==> src/rtl/zclock_pkg.sv <==
// Shared types and helpers for the Z80 clock generator: phase encoding,
// default geometry and the mode -> half-period mapping.
package zclock_pkg;

  typedef logic [0:0] phase_t;
  localparam phase_t PH_LOW  = 1'b0;
  localparam phase_t PH_HIGH = 1'b1;

  localparam int HALF_BASE_DEF = 4;
  localparam int NUM_TURBO_DEF = 3;

  function automatic int unsigned eff_mode(input int unsigned mode,
                                           input int unsigned num_turbo);
    return (mode < num_turbo) ? mode : num_turbo - 32'd1;
  endfunction

  // Faster modes halve the phase; never let it collapse below one fclk.
  function automatic int unsigned half_period(input int unsigned mode,
                                              input int unsigned base      = HALF_BASE_DEF,
                                              input int unsigned num_turbo = NUM_TURBO_DEF);
    int unsigned h;
    h = base >> eff_mode(mode, num_turbo);
    return (h == 0) ? 32'd1 : h;
  endfunction

endpackage

==> src/rtl/zclock_turbo_latch.sv <==
// Speed-mode register: samples rfsh_n on each zpos and adopts the requested
// mode only on a falling RFSH edge seen across two consecutive zpos samples.
module zclock_turbo_latch #(
  parameter int TURBO_W = 2
) (
  input  logic               fclk,
  input  logic               rst,
  input  logic               en,
  input  logic               rfsh_n,
  input  logic [TURBO_W-1:0] turbo,
  output logic [TURBO_W-1:0] int_turbo
);

  logic               old_rfsh_n_q, old_rfsh_n_d;
  logic [TURBO_W-1:0] int_turbo_q, int_turbo_d;

  // NOTE: every always_comb output gets a default first, so no path leaves it unassigned and no latch is inferred.
  always_comb begin
    old_rfsh_n_d = old_rfsh_n_q;
    int_turbo_d  = int_turbo_q;
    if (en) begin
      old_rfsh_n_d = rfsh_n;
      if (old_rfsh_n_q && !rfsh_n) int_turbo_d = turbo;
    end
  end

  // NOTE: state registers use non-blocking assignments so all flops update together at the edge.
  always_ff @(posedge fclk) begin
    if (rst) begin
      old_rfsh_n_q <= 1'b1;
      int_turbo_q  <= '0;
    end else begin
      old_rfsh_n_q <= old_rfsh_n_d;
      int_turbo_q  <= int_turbo_d;
    end
  end

  assign int_turbo = int_turbo_q;

endmodule

==> src/rtl/zclock_gen.sv <==
// Parametrised Z80 clock generator with turbo modes, RFSH-gated mode switch
// and wait-stall. Optional DRAM alignment to cbeg: define ZCLOCK_CBEG_SYNC_EN.
module zclock_gen
  import zclock_pkg::*;
#(
  parameter int HALF_BASE = HALF_BASE_DEF,
  parameter int NUM_TURBO = NUM_TURBO_DEF,
  parameter int TURBO_W   = 2,
  parameter int CNT_W     = 4
) (
  input  logic               fclk,
  input  logic               rst,
  input  logic [TURBO_W-1:0] turbo,
  input  logic               rfsh_n,
  input  logic               zclk_stall,
  input  logic               cbeg,
  output logic               zclk_out,
  output logic               zpos,
  output logic               zneg,
  output logic [TURBO_W-1:0] int_turbo,
  output logic               stalled
);

  phase_t             phase_q, phase_d;
  logic [CNT_W-1:0]   cnt_q, cnt_d;
  logic               zpos_q, zpos_d;
  logic               zneg_q, zneg_d;
  logic               stalled_q, stalled_d;
  logic [CNT_W-1:0]   h_m1;
  logic               terminal;

  zclock_turbo_latch #(.TURBO_W(TURBO_W)) u_turbo_latch (
    .fclk      (fclk),
    .rst       (rst),
    .en        (zpos_q),
    .rfsh_n    (rfsh_n),
    .turbo     (turbo),
    .int_turbo (int_turbo)
  );

  // >= rather than == so a shorter H adopted mid-phase ends the phase at once.
  assign h_m1     = CNT_W'(half_period(32'(int_turbo), HALF_BASE, NUM_TURBO) - 32'd1);
  assign terminal = (cnt_q >= h_m1);

`ifndef ZCLOCK_CBEG_SYNC_EN
  logic unused_cbeg;
  assign unused_cbeg = cbeg;
`endif

  always_comb begin
    phase_d   = phase_q;
    cnt_d     = cnt_q;
    zpos_d    = 1'b0;
    zneg_d    = 1'b0;
    stalled_d = 1'b0;
    if (terminal) begin
      if (zclk_stall) begin
        stalled_d = 1'b1;
      end else begin
        phase_d = (phase_q == PH_HIGH) ? PH_LOW : PH_HIGH;
        cnt_d   = '0;
        zpos_d  = (phase_q == PH_HIGH);
        zneg_d  = (phase_q == PH_LOW);
      end
    end else begin
      cnt_d = cnt_q + 1'b1;
`ifdef ZCLOCK_CBEG_SYNC_EN
      // Pull the falling zclk_out edge onto the cycle after the DRAM anchor.
      if (cbeg && phase_q == PH_HIGH && !zclk_stall &&
          eff_mode(32'(int_turbo), NUM_TURBO) < int unsigned'(NUM_TURBO - 1))
        cnt_d = h_m1;
`endif
    end
  end

  // NOTE: only control state exists here (no memories), so every flop gets an explicit reset value.
  always_ff @(posedge fclk) begin
    if (rst) begin
      phase_q   <= PH_HIGH;
      cnt_q     <= '0;
      zpos_q    <= 1'b0;
      zneg_q    <= 1'b0;
      stalled_q <= 1'b0;
    end else begin
      phase_q   <= phase_d;
      cnt_q     <= cnt_d;
      zpos_q    <= zpos_d;
      zneg_q    <= zneg_d;
      stalled_q <= stalled_d;
    end
  end

  assign zclk_out = phase_q;
  assign zpos     = zpos_q;
  assign zneg     = zneg_q;
  assign stalled  = stalled_q;

endmodule

==> config.mk <==
export PLATFORM = sky130hd
export DESIGN_NAME = zclock_gen
export DESIGN_NICKNAME = d
export VERILOG_FILES = /design/src/rtl/zclock_pkg.sv /design/src/rtl/zclock_turbo_latch.sv /design/src/rtl/zclock_gen.sv
export SDC_FILE = /design/constraint.sdc
export NUM_CORES = 1
export LEC_CHECK = 0
export CAP_MARGIN = 0
export CELL_PAD_IN_SITES_DETAIL_PLACEMENT = 0
export CELL_PAD_IN_SITES_GLOBAL_PLACEMENT = 1
export CORE_MARGIN = 5
export CORE_UTILIZATION = 35
export DETAILED_ROUTE_END_ITERATION = 7
export HOLD_SLACK_MARGIN = 0.15
export PLACE_DENSITY_LB_ADDON = 0.1
export SLEW_MARGIN = 20
export SYNTH_ARGS = -nofsm -noshare
export SYNTH_HDL_FRONTEND = slang
export SYNTH_SLANG_ARGS = --single-unit
==> constraint.sdc <==
create_clock -name fclk -period 5.5 [get_ports fclk]
set_input_delay 0.825 -clock fclk [delete_from_list [all_inputs] [get_ports fclk]]
set_output_delay 0.825 -clock fclk [all_outputs]
set_load 0.01 [all_outputs]
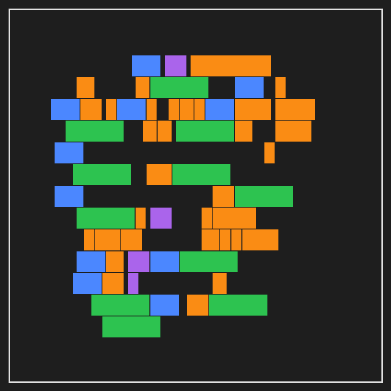
*Cell classes on the final placement, run 1*
(8 px per um)
Key: blue = other buffers and delay cells [cells 11]; purple = clock drivers and dummy loads [cells 4]; orange = combinational and other logic [cells 33]; green = flops [cells 11]
sequential cell area share: 35.8%
Finished Core Util: 47.9%
core area: 1280 sq um
final instance area: 616 sq um

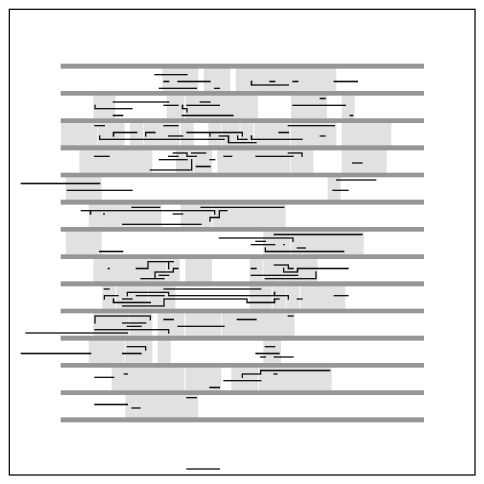
*The metal 1 layer, run 1*
(10 px per um) Supply wires on this layer in grey. Cells faint in the background.
The longest straight run is 13.3 um. 59 nets have wire on it. The layer holds 42% of the routed length.
GR Layer Usage met1: 11.8%
final WL: 859 um
total vias in the final route: 371

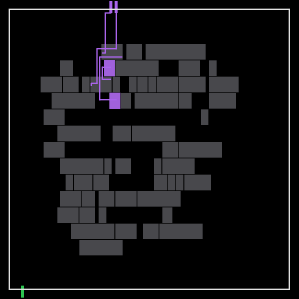
*Port wiring, run 1*
(6 px per um)
Key: green = cbeg [bits 1, direction input, edge bottom, end cells 0, buffers 0]; purple = turbo [bits 2, direction input, edge top, end cells 2, buffers 2, wire 43.1 um]
number of buffer cells added on primary ports: 11
io pins: 13

==> run_results.csv, run 1 <==
group,metric,value,unit
critical_path,worstPathCellList,"clkdlybuf4s50_1",
critical_path,critical_path_class,"reg -> out",
clock_tree,clock.latency.late_pin,260,ps
final_timing,holdWs,478,ps
synthesis,synth_cell_types,22,
final_timing,report.final.slew_viol_count,0,
critical_path,crit_buf_inv,1,
clock_tree,cts_sinks,11,
floorplanning,fp_util,36.1,%
drt,drc,0,
synthesis,simple_gate_area_share,24.8,%
floorplanning,rows,13,
hold_path,hold_class,"reg -> reg",
final_layout,layout.cells.non_filler,74,
synthesis,synthMuxAreaShare,3.23,%
clock_tree,postCtsHoldBufs,0,
final_timing,tightest_slew,543,ps
drt,drt_pre_antenna_iters,3,
global_routing,grt_remaining_overflow,0,
final_layout,final_cell_mix,"dfxtp_1, clkdlybuf4s50_1, nand2_1",
drt,wl_per_cell,11.6,um
synthesis,top_area_share,47.4,%
clock_tree,cts_setup_buffers,0,
final_timing,setup_viol_count_final,0,
global_routing,grt_use_total,10.2,%
final_timing,period_used_share,36.5,%
final_layout,antenna_cells,0,
clock_tree,clk_path_buf_depth,2,
global_routing,grt_pass1_vias,347,
final_layout,drive_gt1_share,13.6,%
pwr,p_per_area,377,nW/um^2
drt,vias_per_cell,5.01,
clock_tree,cts_tree,"built",
synthesis,syn-mean-instance-area,10.3,sq um
critical_path,critPathMaxFanout,4,
critical_path,slowest_delay,560,ps
clock_tree,cts-root-buf,"clkbuf_4",
drt,drtAntennaViolNets,0,
global_routing,grt_max_degree,12,
status,status,"complete, no violations",
synthesis,ys_seq_share,47.4,%
final_layout,finish.net_count,70,
synthesis,yosysCellCount,45,
global_routing,antenna_found_initial,0,
final_timing,hold_viol_final,0,
synthesis,synth_top_cell_by_area,"dfxtp_1",
pwr,ir_worst_vdd,0.172,mV
synthesis,xor_share,0,%
synthesis,synth_cells,45,
clock_tree,cts_resized,0,
final_timing,finalSetupTns,0,ps
synthesis,adder_share,8.09,%
floorplanning,die_area,2150,sq um
synthesis,synth_area,464,sq um
final_layout,syn2layout_area_growth,32.6,%
critical_path,critPathSlowestCell,"clkdlybuf4s50_1",
synthesis,area_leaders,"dfxtp_1, ha_1, a2111oi_4",
synthesis,yosys_warnings,0,
critical_path,crit_arrival,1180,ps
final_timing,clock.fmax,0.498,GHz
placement,place_congestion,0.677,
placement,place_inst,70,
run 1: per-layer routing:
layer	track usage [%]	share of wire, %	vias up
li1	-	-	186
met1	11.8	42	172
met2	15.7	50	9
met3	2.34	4.1	4
met4	8.52	3.4	0
met5	0	0	-
run 1: worst reg2reg max path: cells and delay by family (launching register included):
kind / cells / cell delay [ps]
AND/OR/NAND/NOR: 2 / 360
flip-flops: 1 / 330
multiplexers: 1 / 350
AND-OR/OR-AND: 1 / 540
adder cells (fa/ha/maj): 1 / 310
run 1: final cells by class:
cell class	instances	area, sq um
well taps	15	18.8
multi-input cells	31	233
fillers	129	669
flip-flops and latches	11	220
inverters	2	7.51
repair buffers	11	110
clock buffers	4	26.3
run 1: where the power goes:
part	leakage, uW	internal, uW	total (uW)	switching (uW)
clock network	0.0000150	28.1	53.6	25.6
logic	0.000142	44.0	77.2	33.2
registers	0.0000894	91.5	102	10.0
total	0.000247	164	232	68.8
run 1: kinds of logic (layout without fill, tap and decap cells):
kind of cell | count (synthesis) | after routing
AOI/OAI and AO/OA | 7 | 7
muxes | 1 | 1
and+or+nand+nor | 20 | 20
buffers and inverters | 3 | 17
DFF | 11 | 11
adders and majority gates | 3 | 3
run 1: final timing paths:
| check | slack [ps] | end | cells after the start | startpoint |
|---|---|---|---|---|
| worst max-delay path | 3490 | zclk_out | 1 | zclk_out |
| worst min-delay path | 480 | u_turbo_latch.int_turbo[0] | 2 | u_turbo_latch.int_turbo[0] |
| worst max register to register | 3550 | cnt_q[0] | 5 | u_turbo_latch.int_turbo[1] |
| worst min register to register | 480 | u_turbo_latch.int_turbo[0] | 2 | u_turbo_latch.int_turbo[0] |
run 1: state kept, by name, indices dropped and copies added (netlist names):
register                    count
zpos                            1
cnt_q                           4
zclk_out                        1
u_turbo_latch.old_rfsh_n_q      1
stalled                         1
u_turbo_latch.int_turbo         2
zneg                            1
run 1: cells in the mapped netlist:
| master | n |
|---|---|
| clkbuf_1 | 1 |
| o21a_1 | 1 |
| nor3b_1 | 1 |
| nand3b_1 | 1 |
| or2_2 | 1 |
| nor4b_1 | 1 |
| inv_1 | 2 |
| nor2b_1 | 1 |
| nor2_1 | 4 |
| nand2b_4 | 1 |
| a2111oi_4 | 1 |
| a22oi_1 | 1 |
| a21oi_1 | 3 |
| nand3_1 | 2 |
| ha_1 | 3 |
| nor2_2 | 1 |
| and3b_1 | 1 |
| dfxtp_1 | 11 |
| nor4_1 | 1 |
| mux2_4 | 1 |
| nand2_1 | 5 |
| o21bai_1 | 1 |
run 1: per-stage QoR:
step	worst slack (ps)	area [sq um]	total power [uW]	util, %
after floorplan	3650	464	160	-
after global routing	3440	616	249	47.9
after global placement	3430	589	178	45.9
after detailed placement	3410	589	183	45.9
final	3490	616	232	47.9
after CTS	3480	616	237	47.9
### Cell area per tile, run 1

(8 px per um) 9 x 9 tiles, from dark blue (low) to red (high), 0 to 100% covered.
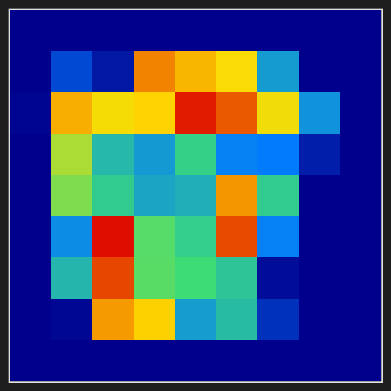

==> inputs of run 2 (changes only) <==
- CORE_UTILIZATION: 35 -> 33
- clock period: 5.5 -> 2 ns (I/O delays scaled with it)
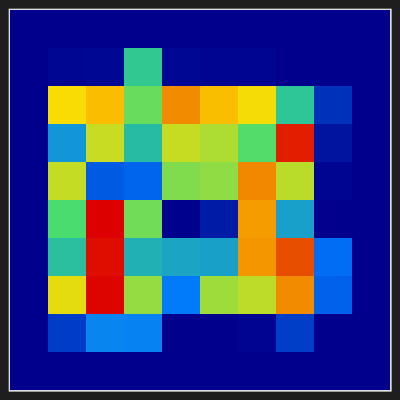
*Cell area per tile, run 2*
(8 px per um) 10 x 10 tiles, from dark blue (low) to red (high), 0 to 100% covered.
12% of the tiles are over 75% full. The fullest tile reaches 100%. The densest ninth of the die: middle. The mean over all tiles is 27%.
core area: 1320 sq um
Init Core Util: 35.2%

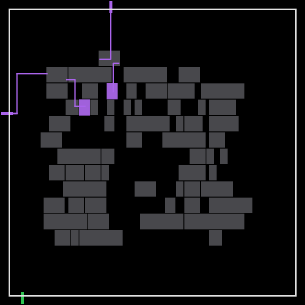
*Port wiring, run 2*
(6 px per um)
Key: purple = turbo [bits 2, direction input, edge 1 left, 1 top, end cells 2, buffers 2, wire 35.4 um]; green = cbeg [bits 1, direction input, edge bottom, end cells 0, buffers 0]

==> run 2 against run 1 <==
Compared with the run above:
- non-clock buffer count is 2 higher
- die area is 4.7% higher
- sequential cell count stayed put
- count of clock-buffer cells in the layout stayed put
- sequential share of layout area is 0.85 points lower
- via count is 1.6% higher
- sequential power went up to 2.7 times the previous value
- combinational power went up to 3.0 times the previous value
- critical path type is now reg -> reg
- largest power group unchanged
==> run_results.csv, run 2 <==
group,metric,value,unit
pwr,share_comb_of_total_power,35.1,%
global_routing,grt_remaining_overflow,0,
synthesis,ys_seq_share,47.4,%
synthesis,synth_cells,45,
final_timing,tightest_slew,378,ps
synthesis,synth-edff-count,0,
placement,place_congestion,0.686,
global_routing,antenna_found_initial,0,
drt,drt_pre_antenna_iters,4,
synthesis,synth_top_cell_by_area,"dfxtp_1",
clock_tree,cts_tree,"built",
final_timing,finalSetupTns,0,ps
final_layout,final_area,631,sq um
final_layout,drive_gt1_share,16.4,%
global_routing,use_met3,6.02,%
drt,num_vias,377,
pwr,ir_worst_vdd,0.544,mV
clock_tree,postCtsHoldBufs,0,
synthesis,area_leaders,"dfxtp_1, ha_1, a2111oi_4",
pwr,p_int,463,uW
critical_path,critical_path_class,"reg -> reg",
status,status,"complete, no violations",
drt,drc,0,
final_layout,syn2layout_area_growth,35.8,%
critical_path,crit_arrival,1960,ps
pwr,p_per_area,1050,nW/um^2
floorplanning,rows,13,
hold_path,hold_class,"reg -> reg",
clock_tree,clock.latency.late_pin,270,ps
final_layout,regMostFlops,"cnt_q",
critical_path,critPathSlowestCell,"a2111oi_4",
pwr,switching_share,30.2,%
final_layout,seq_area,220,sq um
global_routing,grt_use_total,10.2,%
synthesis,ff_type,"dfxtp_1",
global_routing,globalRoute.busiestLayer,"met2",
final_timing,report.final.slew_viol_count,0,
synthesis,yosys_warnings,0,
critical_path,slowest_delay,380,ps
synthesis,common_cells,"dfxtp_1, nand2_1, nor2_1",
drt,drtAntennaViolNets,0,
global_routing,grt_use_met1,10.3,%
placement,io_buffers,11,
critical_path,crit_buf_inv,1,
global_routing,grt_max_degree,11,
final_layout,largest_reg_flops,4,
synthesis,synth-async-reset-ratio,0,%
final_timing,hold_viol_final,0,
final_layout,fill_cells,141,
clock_tree,cts-root-buf,"clkbuf_4",
final_timing,period_used_share,90.8,%
synthesis,yosysCellCount,45,
synthesis,top_cell,"dfxtp_1",
synthesis,synth_cell_types,22,
final_layout,final_cell_mix,"dfxtp_1, clkdlybuf4s50_1, nand2_1",
pwr,switchingPower,200,uW
final_layout,logic_area,233,sq um
floorplanning,die_area,2260,sq um
global_routing,use_met2,17.4,%
clock_tree,cts_setup_buffers,0,
synthesis,top_area_share,47.4,%
final_timing,setup_viol_count_final,0,
synthesis,synth_area,464,sq um
synthesis,syn-mean-instance-area,10.3,sq um
pwr,clkPwrFrac,23.0,%
placement,place_area,604,sq um
floorplanning,ios,13,
clock_tree,cts_sinks,11,
clock_tree,cts_buffers,3,
drt,wirelength,953,um
critical_path,critPathMaxFanout,6,
final_layout,finish.net_count,72,
pwr,power.share.sequential,42.0,%
final_timing,clock.fmax,0.551,GHz
final_timing,finalWorstSetupSlack,184,ps
critical_path,worstPathCellList,"or2_2, ha_1, a2111oi_4, buf_4, o21a_1, nor2_1",
drt,vias_per_cell,4.96,
-- run 2: cell counts after synthesis --
No cell type changed its count.
-- run 2: layer usage --
metal | up-vias | wire (um)
li1 | 187 | -
met1 | 180 | 370
met2 | 10 | 523
met3 | 0 | 59
met4 | 0 | 0
met5 | - | 0
-- run 2: stage by stage --
stage	power [uW]	instances	hold WS, ps	utilization, %
finish	663	76	478	47.9
global route	713	76	509	47.9
CTS	677	76	480	47.9
detailed placement	522	72	470	45.9
global placement	505	72	448	45.9
floorplan	439	45	377	-
-- run 2: path summary, 6_finish.rpt --
kind	slack [ps]	startpoint	cells past startpoint	end
min reg2reg	480	u_turbo_latch.int_turbo[0]	2	u_turbo_latch.int_turbo[0]
min	480	u_turbo_latch.int_turbo[0]	2	u_turbo_latch.int_turbo[0]
max	180	u_turbo_latch.int_turbo[1]	6	zclk_out
max reg2reg	180	u_turbo_latch.int_turbo[1]	6	zclk_out
-- run 2: final cells by class --
cell class | instances | area share (%)
Timing Repair Buffer | 13 | 19.8
Tap cell | 15 | 2.98
Multi-Input combinational cell | 31 | 36.9
Inverter | 2 | 1.19
Clock buffer | 4 | 4.17
Sequential cell | 11 | 34.9
-- run 2: worst register-to-register path: stages, from the launching register on --
cell,delay (ps)
dfxtp_1,330
or2_2,290
ha_1,320
a2111oi_4,380
buf_4,210
o21a_1,120
nor2_1,40
-- run 2: cell families (layout without fill, tap and decap cells) --
| kind of cell | Yosys count | after routing | share of synthesized area (%) |
|---|---|---|---|
| AND/OR/NAND/NOR | 20 | 20 | 24.8 |
| flip-flops | 11 | 11 | 47.4 |
| AND-OR/OR-AND | 7 | 7 | 14.0 |
| adder cells (fa/ha/maj) | 3 | 3 | 8.09 |
| buffers and inverters | 3 | 19 | 2.43 |
| multiplexers | 1 | 1 | 3.23 |
-- run 2: power by group through the flow --
stage | Combinational (uW) | Sequential, uW | Clock, uW
final | 233 | 278 | 152
after global routing | 258 | 283 | 172
after CTS | 238 | 279 | 160
after detailed placement | 238 | 284 | 0
after global placement | 223 | 282 | 0
after floorplan | 156 | 283 | 0
No activity file was given, so power comes from the tool's default toggle rates.
